==> src/rtl/control_unit.sv <==
// Hardwired Moore sequencer driving the datapath register-transfer strobes.
// Optional macro CU_MEM_WAIT_EN: T1 stalls until mem_ready is high.
module control_unit #(
    parameter int COUNT_W = 16
) (
    input  logic               clock,
    input  logic               clear,
    input  logic               start,
    input  logic               stop,
    input  logic               mem_ready,
    input  logic [31:0]        ir,
    output logic               PCout,
    output logic               PCin,
    output logic               IncPc,
    output logic               MARin,
    output logic               Zin,
    output logic               Zlowout,
    output logic               Read,
    output logic               MDRin,
    output logic               MDRout,
    output logic               IRin,
    output logic               Yin,
    output logic [15:0]        Rout,
    output logic [15:0]        Rin,
    output logic [3:0]         alu_op,
    output logic               run,
    output logic               illegal,
    output logic [COUNT_W-1:0] instr_count
);

    typedef enum logic [2:0] {
        S_IDLE, S_T0, S_T1, S_T2, S_T3, S_T4, S_T5, S_HALT
    } state_t;

    state_t             state_q, state_d;
    logic               stop_q, stop_d;
    logic [COUNT_W-1:0] count_q, count_d;

    logic [4:0] opcode;
    logic [3:0] ra, rb, rc;
    logic       is_bin, is_un, is_nop, is_halt, is_ill;
    logic       unused_ir;

    assign opcode = ir[31:27];
    assign ra     = ir[26:23];
    assign rb     = ir[22:19];
    assign rc     = ir[18:15];
    assign unused_ir = ^ir[14:0];

`ifndef CU_MEM_WAIT_EN
    // Without wait support the memory handshake has no effect.
    logic unused_mem_ready;
    assign unused_mem_ready = mem_ready;
`endif

    // Opcode class decode.
    always_comb begin
        is_bin  = (opcode[4:3] == 2'b00);
        is_un   = (opcode == 5'b01000) || (opcode == 5'b01001);
        is_nop  = (opcode == 5'b11010);
        is_halt = (opcode == 5'b11011);
        is_ill  = !(is_bin || is_un || is_nop || is_halt);
    end

    // State, stop flag and retired-instruction counter registers.
    always_ff @(posedge clock or negedge clear) begin
        if (!clear) begin
            state_q <= S_IDLE;
            stop_q  <= 1'b0;
            count_q <= '0;
        end else begin
            state_q <= state_d;
            stop_q  <= stop_d;
            count_q <= count_d;
        end
    end

    // Next-state, stop-pending and counter logic.
    always_comb begin
        state_d = state_q;
        stop_d  = stop_q;
        count_d = count_q;
        // A stop arriving in a running cycle is latched; idle/halt ignore it.
        if (stop && state_q != S_IDLE && state_q != S_HALT) begin
            stop_d = 1'b1;
        end
        unique case (state_q)
            S_IDLE: if (start) state_d = S_T0;
            S_T0:   state_d = S_T1;
`ifdef CU_MEM_WAIT_EN
            S_T1:   if (mem_ready) state_d = S_T2;
`else
            S_T1:   state_d = S_T2;
`endif
            S_T2:   state_d = S_T3;
            S_T3: begin
                if (is_bin || is_un) begin
                    state_d = S_T4;
                end else if (is_halt) begin
                    state_d = S_HALT;
                end else begin
                    state_d = stop_d ? S_IDLE : S_T0;
                    if (is_nop) count_d = count_q + 1'b1;
                end
            end
            S_T4:   state_d = S_T5;
            S_T5: begin
                state_d = stop_d ? S_IDLE : S_T0;
                count_d = count_q + 1'b1;
            end
            S_HALT: if (start) state_d = S_T0;
            default: state_d = S_IDLE;
        endcase
        if (state_d == S_IDLE) stop_d = 1'b0;
    end

    // Moore output decode from state register and IR fields.
    always_comb begin
        PCout   = 1'b0;
        PCin    = 1'b0;
        IncPc   = 1'b0;
        MARin   = 1'b0;
        Zin     = 1'b0;
        Zlowout = 1'b0;
        Read    = 1'b0;
        MDRin   = 1'b0;
        MDRout  = 1'b0;
        IRin    = 1'b0;
        Yin     = 1'b0;
        Rout    = 16'h0000;
        Rin     = 16'h0000;
        alu_op  = 4'h0;
        run     = 1'b0;
        illegal = 1'b0;
        unique case (state_q)
            S_T0: begin
                run   = 1'b1;
                PCout = 1'b1;
                MARin = 1'b1;
                IncPc = 1'b1;
                Zin   = 1'b1;
            end
            S_T1: begin
                run     = 1'b1;
                Zlowout = 1'b1;
                PCin    = 1'b1;
                Read    = 1'b1;
                MDRin   = 1'b1;
            end
            S_T2: begin
                run    = 1'b1;
                MDRout = 1'b1;
                IRin   = 1'b1;
            end
            S_T3: begin
                run = 1'b1;
                if (is_bin) begin
                    Rout = 16'h0001 << rb;
                    Yin  = 1'b1;
                end
                illegal = is_ill;
            end
            S_T4: begin
                run = 1'b1;
                Zin = 1'b1;
                if (is_bin) begin
                    Rout   = 16'h0001 << rc;
                    alu_op = {1'b0, opcode[2:0]};
                end else begin
                    Rout   = 16'h0001 << rb;
                    alu_op = {3'b100, opcode[0]};
                end
            end
            S_T5: begin
                run     = 1'b1;
                Zlowout = 1'b1;
                Rin     = 16'h0001 << ra;
            end
            default: ;
        endcase
    end

    assign instr_count = count_q;

endmodule

==> config.mk <==
export PLATFORM = sky130hd
export DESIGN_NAME = control_unit
export DESIGN_NICKNAME = d
export VERILOG_FILES = /design/src/rtl/control_unit.sv
export SDC_FILE = /design/constraint.sdc
export NUM_CORES = 1
export LEC_CHECK = 0
export CAP_MARGIN = 0
export CORE_ASPECT_RATIO = 1.2
export CORE_MARGIN = 10
export CORE_UTILIZATION = 38
export CTS_CLUSTER_DIAMETER = 60
export DETAILED_ROUTE_END_ITERATION = 12
export HOLD_SLACK_MARGIN = 0.03
export PLACE_DENSITY = 0.91
export SLEW_MARGIN = 30
export SYNTH_ARGS = -nofsm -noshare
export SYNTH_HDL_FRONTEND = slang
export SYNTH_SLANG_ARGS = --single-unit
==> constraint.sdc <==
create_clock -name clock -period 2.2 [get_ports clock]
set_input_delay 0.44 -clock clock [delete_from_list [all_inputs] [get_ports clock]]
set_output_delay 0.44 -clock clock [all_outputs]
set_load 0.01 [all_outputs]
==> impl_results.html, run 1 <==
<h3>Run summary</h3>
<table>
<tr><th>Metric</th><th>Value</th></tr>
<tr><th colspan="2">Synth</th></tr>
<tr><td>Chip area line of the yosys report</td><td>1690 sq um</td></tr>
<tr><td>Synth top cell by count</td><td>sky130_fd_sc_hd__nor2_1</td></tr>
<tr><td>Yosys cell types</td><td>52</td></tr>
<tr><td>Number of standard cells reported by yosys</td><td>approximately 210</td></tr>
<tr><td>Synth top area share</td><td>29.6%</td></tr>
<tr><td>Post-synth mux share</td><td>0.666%</td></tr>
<tr><td>Synth logic family</td><td>simple AND/OR/NAND/NOR gates</td></tr>
<tr><td>Cell area after synthesis</td><td>around 1700 sq um</td></tr>
<tr><td>Total nets after synthesis</td><td>~240</td></tr>
<tr><td>Synthesized area per cell</td><td>approximately 8.2 sq um</td></tr>
<tr><td>Synth Area in Compound Gates</td><td>16.6%</td></tr>
<tr><td>Number of flops mapped to enable cells by yosys</td><td>0</td></tr>
<tr><th colspan="2">GRT</th></tr>
<tr><td>Maximum number of pins on one net before global-route repair</td><td>21</td></tr>
<tr><td>Grt ovf</td><td>0</td></tr>
<tr><th colspan="2">Finish</th></tr>
<tr><td>Combinational share of cell area</td><td>42.2%</td></tr>
<tr><td>Number of clock buffers in the layout</td><td>3</td></tr>
<tr><td>Clk tree area frac</td><td>roughly 2.3%</td></tr>
<tr><td>Commonest cells after routing, fill and taps aside</td><td>sky130_fd_sc_hd__buf_4, sky130_fd_sc_hd__clkdlybuf4s50_1, sky130_fd_sc_hd__dlygate4sd2_1</td></tr>
<tr><td>Fraction of layout cells with a size suffix above 1</td><td>40.3%</td></tr>
<tr><td>Count of nets after finishing</td><td>379</td></tr>
<tr><td>Inverters, non-clock</td><td>4</td></tr>
<tr><th colspan="2">Clock tree</th></tr>
<tr><td>CTS Buf Count</td><td>3</td></tr>
<tr><td>Clock latency reported for the late side of the worst-skew pair</td><td>~0.26 ns</td></tr>
<tr><td># clock sinks</td><td>20</td></tr>
<tr><td>Clock-pin transition on the worst setup and hold timing paths</td><td>0.07 ns</td></tr>
<tr><td>Total of cells resized after clock tree synthesis</td><td>between 100 and 150</td></tr>
<tr><td>Postcts setup bufs</td><td>7</td></tr>
<tr><td>CTS Root Cell</td><td>sky130_fd_sc_hd__clkbuf_8</td></tr>
<tr><td>Level count of the clock H-tree</td><td>1</td></tr>
<tr><th colspan="2">Timing</th></tr>
<tr><td>Hold Violations, Final</td><td>0</td></tr>
<tr><td>Final setup TNS</td><td>-1.51 ns</td></tr>
<tr><td>Minimum setup slack in the final design</td><td>-0.205 ns</td></tr>
<tr><td>Final setup vio count</td><td>16</td></tr>
<tr><th colspan="2">Setup path</th></tr>
<tr><td>Beginning of the worst register-to-register path</td><td>state_q[0]</td></tr>
<tr><td>Buffering stage count on the worst path with inverters included</td><td>2</td></tr>
<tr><td>Crit. Startpoint</td><td>state_q[0]</td></tr>
<tr><td>Slowest cell delay on critical path</td><td>0.53 ns</td></tr>
<tr><td>Critical path capture point</td><td>Rout[2]</td></tr>
<tr><th colspan="2">Die</th></tr>
<tr><td>Floorplan Utilization</td><td>39.4%</td></tr>
<tr><td>Placeable core region</td><td>4290 sq um</td></tr>
<tr><td>Number of rows created at floorplan</td><td>26</td></tr>
<tr><td>Die Y-Extent</td><td>93.1 microns</td></tr>
<tr><td>Number of tap instances</td><td>56</td></tr>
<tr><td>Die width</td><td>around 81 microns</td></tr>
<tr><th colspan="2">Drt</th></tr>
<tr><td>Post-route DRC violation count</td><td>0</td></tr>
<tr><th colspan="2">Placed design</th></tr>
<tr><td>Setup WS pre-CTS</td><td>-0.726 ns</td></tr>
<tr><td>Placed Cells</td><td>381</td></tr>
<tr><th colspan="2">Power and ir drop</th></tr>
<tr><td>Power group with the highest consumption</td><td>combinational logic</td></tr>
<tr><td>Part of the total power dissipated in combinational logic</td><td>58.8%</td></tr>
<tr><td>Power in the clock group</td><td>around 370 uW</td></tr>
<tr><th colspan="2">Status</th></tr>
<tr><td>Violated checks</td><td>negative setup slack</td></tr>
<tr><td>Status</td><td>finished, violations left</td></tr>
<tr><th colspan="2">Worst hold path</th></tr>
<tr><td>End point of the most critical hold path</td><td>instr_count[15]</td></tr>
<tr><td>Hold-critical path depth</td><td>1</td></tr>
</table>
==> run_1/final_congestion.png <==
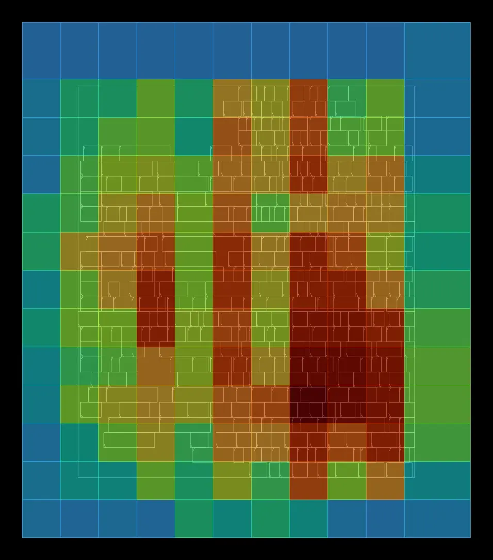
core utilization of the finished layout: 72.6%
global route hottest layer: met2
average detailed-routed wire length per instance: 19.6 microns
Total Routing Usage GR: 17.4%

==> run_1/met3.png <==
(3 px per micron)
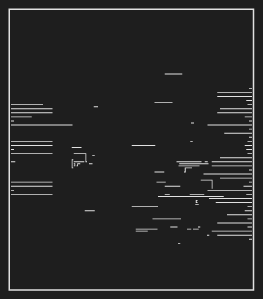
The layer carries 542 microns of wire. 79 nets have wire on it.

==> run_1/gate_families.png <==
(4 px per micron)
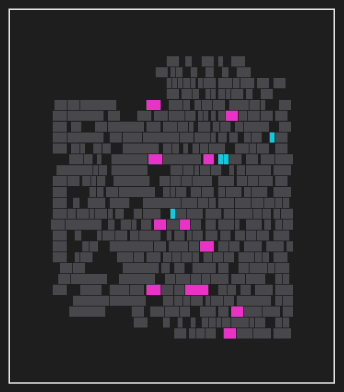
Cyan marks inverters, cells 4, most used inv_1. Magenta marks AND-OR and OR-AND gates, cells 11, most used o32a_1.

==> run 2, diff against run 1 <==
- ABC_CLOCK_PERIOD_IN_PS: default -> 2200
==> run_2/drive_strength.png <==
(4 px per micron)
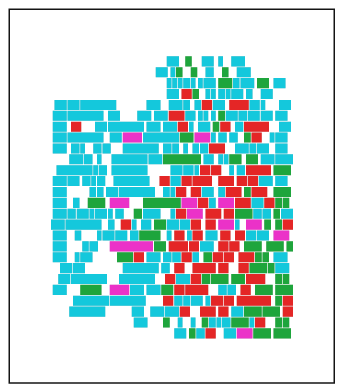
Red marks drive 3 to 4, cells 67. Green marks drive 2, cells 58. Cyan marks drive 1 or less, cells 203. Magenta marks drive 6 and up, cells 12.

==> run 2 against run 1 <==
Effect of this change:
- the run still ends with negative setup slack left
- combinational power barely moved
- clock skew is the same
- global-route usage unchanged
- count of clock-buffer cells in the layout unchanged
- sequential power hardly changed
- final area did not move
- via count unchanged
- critical path type unchanged
- critical endpoint unchanged
- largest cell class unchanged
- highest routed layer unchanged
==> impl_results.html, run 2 <==
<h3>Run summary</h3>
<table>
<tr><th>Metric</th><th>Value</th></tr>
<tr><th colspan="2">Status</th></tr>
<tr><td>Status</td><td>finished, violations left</td></tr>
<tr><td>Violated checks</td><td>negative setup slack</td></tr>
<tr><th colspan="2">Synth</th></tr>
<tr><td>Synthesized area per cell</td><td>8.21 sq um (unchanged)</td></tr>
<tr><td>Post-synth mux share</td><td>0.666% (unchanged)</td></tr>
<tr><td>Number of flops mapped to enable cells by yosys</td><td>0 (unchanged)</td></tr>
<tr><td>Synth logic family</td><td>simple AND/OR/NAND/NOR gates</td></tr>
<tr><td>Cell area after synthesis</td><td>1690 sq um (unchanged)</td></tr>
<tr><td>Total nets after synthesis</td><td>244 (unchanged)</td></tr>
<tr><td>Synth top area share</td><td>29.6% (unchanged)</td></tr>
<tr><td>Chip area line of the yosys report</td><td>1690 sq um (unchanged)</td></tr>
<tr><td>Yosys cell types</td><td>52 (unchanged)</td></tr>
<tr><td>Synth top cell by count</td><td>sky130_fd_sc_hd__nor2_1</td></tr>
<tr><td>Synth Area in Compound Gates</td><td>16.6% (unchanged)</td></tr>
<tr><th colspan="2">Setup path</th></tr>
<tr><td>Buffering stage count on the worst path with inverters included</td><td>2 (unchanged)</td></tr>
<tr><td>Slowest cell delay on critical path</td><td>0.53 ns (about the same)</td></tr>
<tr><td>Cell count along the critical path</td><td>5</td></tr>
<tr><td>Crit. Startpoint</td><td>state_q[0]</td></tr>
<tr><td>Critical path capture point</td><td>Rout[2]</td></tr>
<tr><td>Beginning of the worst register-to-register path</td><td>state_q[0]</td></tr>
<tr><th colspan="2">Finish</th></tr>
<tr><td>Count of nets after finishing</td><td>379 (unchanged)</td></tr>
<tr><td>Number of logic gates</td><td>between 150 and 200</td></tr>
<tr><td>Clk tree area frac</td><td>2.29% (unchanged)</td></tr>
<tr><td>Fraction of layout cells with a size suffix above 1</td><td>40.3% (unchanged)</td></tr>
<tr><td>Core utilization of the finished layout</td><td>72.6% (unchanged)</td></tr>
<tr><td>Inverters, non-clock</td><td>4 (unchanged)</td></tr>
<tr><td>Commonest cells after routing, fill and taps aside</td><td>sky130_fd_sc_hd__buf_4, sky130_fd_sc_hd__clkdlybuf4s50_1, sky130_fd_sc_hd__dlygate4sd2_1</td></tr>
<tr><td>Combinational share of cell area</td><td>42.2% (unchanged)</td></tr>
<tr><td>Combinational gate area</td><td>1320 sq um</td></tr>
<tr><td>Number of clock buffers in the layout</td><td>3 (unchanged)</td></tr>
<tr><th colspan="2">Clock tree</th></tr>
<tr><td># clock sinks</td><td>20 (unchanged)</td></tr>
<tr><td>Postcts setup bufs</td><td>7 (unchanged)</td></tr>
<tr><td>Level count of the clock H-tree</td><td>1 (unchanged)</td></tr>
<tr><td>CTS Buf Count</td><td>3 (unchanged)</td></tr>
<tr><td>Total of cells resized after clock tree synthesis</td><td>143 (unchanged)</td></tr>
<tr><td>Clock-pin transition on the worst setup and hold timing paths</td><td>0.07 ns (about the same)</td></tr>
<tr><td>CTS Root Cell</td><td>sky130_fd_sc_hd__clkbuf_8</td></tr>
<tr><td>Clock tree from TritonCTS</td><td>done</td></tr>
<tr><td>Clock latency reported for the late side of the worst-skew pair</td><td>0.26 ns (about the same)</td></tr>
<tr><th colspan="2">Placed design</th></tr>
<tr><td>Placed Cells</td><td>381 (unchanged)</td></tr>
<tr><td>Setup WS pre-CTS</td><td>-0.726 ns (unchanged)</td></tr>
<tr><th colspan="2">Timing</th></tr>
<tr><td>Minimum setup slack in the final design</td><td>-0.205 ns (unchanged)</td></tr>
<tr><td>Final setup TNS</td><td>-1.51 ns (unchanged)</td></tr>
<tr><td>Final setup vio count</td><td>16 (unchanged)</td></tr>
<tr><td>Hold Violations, Final</td><td>0 (unchanged)</td></tr>
<tr><td>Max frequency</td><td>a little over 400 MHz</td></tr>
<tr><td>Setup clock skew after layout</td><td>0.00427 ns</td></tr>
<tr><th colspan="2">Die</th></tr>
<tr><td>Die width</td><td>80.9 microns (unchanged)</td></tr>
<tr><td>Placeable core region</td><td>4290 sq um (unchanged)</td></tr>
<tr><td>Die Y-Extent</td><td>93.1 microns (unchanged)</td></tr>
<tr><td>Number of tap instances</td><td>56 (unchanged)</td></tr>
<tr><td>Number of rows created at floorplan</td><td>26 (unchanged)</td></tr>
<tr><td>Floorplan Utilization</td><td>39.4% (unchanged)</td></tr>
<tr><th colspan="2">Worst hold path</th></tr>
<tr><td>Hold-critical path depth</td><td>1 (unchanged)</td></tr>
<tr><td>End point of the most critical hold path</td><td>instr_count[15]</td></tr>
<tr><th colspan="2">Power and ir drop</th></tr>
<tr><td>Power group with the highest consumption</td><td>combinational logic</td></tr>
<tr><td>Part of the total power dissipated in combinational logic</td><td>58.8% (about the same)</td></tr>
<tr><td>Power in the clock group</td><td>366 uW (about the same)</td></tr>
<tr><th colspan="2">Drt</th></tr>
<tr><td>Post-route DRC violation count</td><td>0 (unchanged)</td></tr>
<tr><td>Router iterations before antenna repair</td><td>4</td></tr>
<tr><td>Met1 wire length</td><td>2860 microns</td></tr>
<tr><th colspan="2">GRT</th></tr>
<tr><td>Total Routing Usage GR</td><td>17.4% (unchanged)</td></tr>
<tr><td>Grt ovf</td><td>0 (unchanged)</td></tr>
<tr><td>Maximum number of pins on one net before global-route repair</td><td>21 (unchanged)</td></tr>
<tr><td>Global route hottest layer</td><td>met2</td></tr>
</table>
==> run_2/met3.png <==
(3 px per micron)
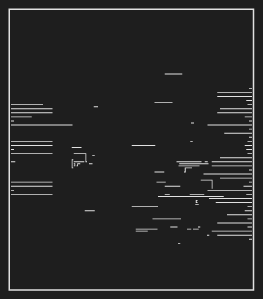
The longest straight run is 21.6 microns. The layer holds 7.0% of the routed length.

Power and IR drop assume default switching activity.
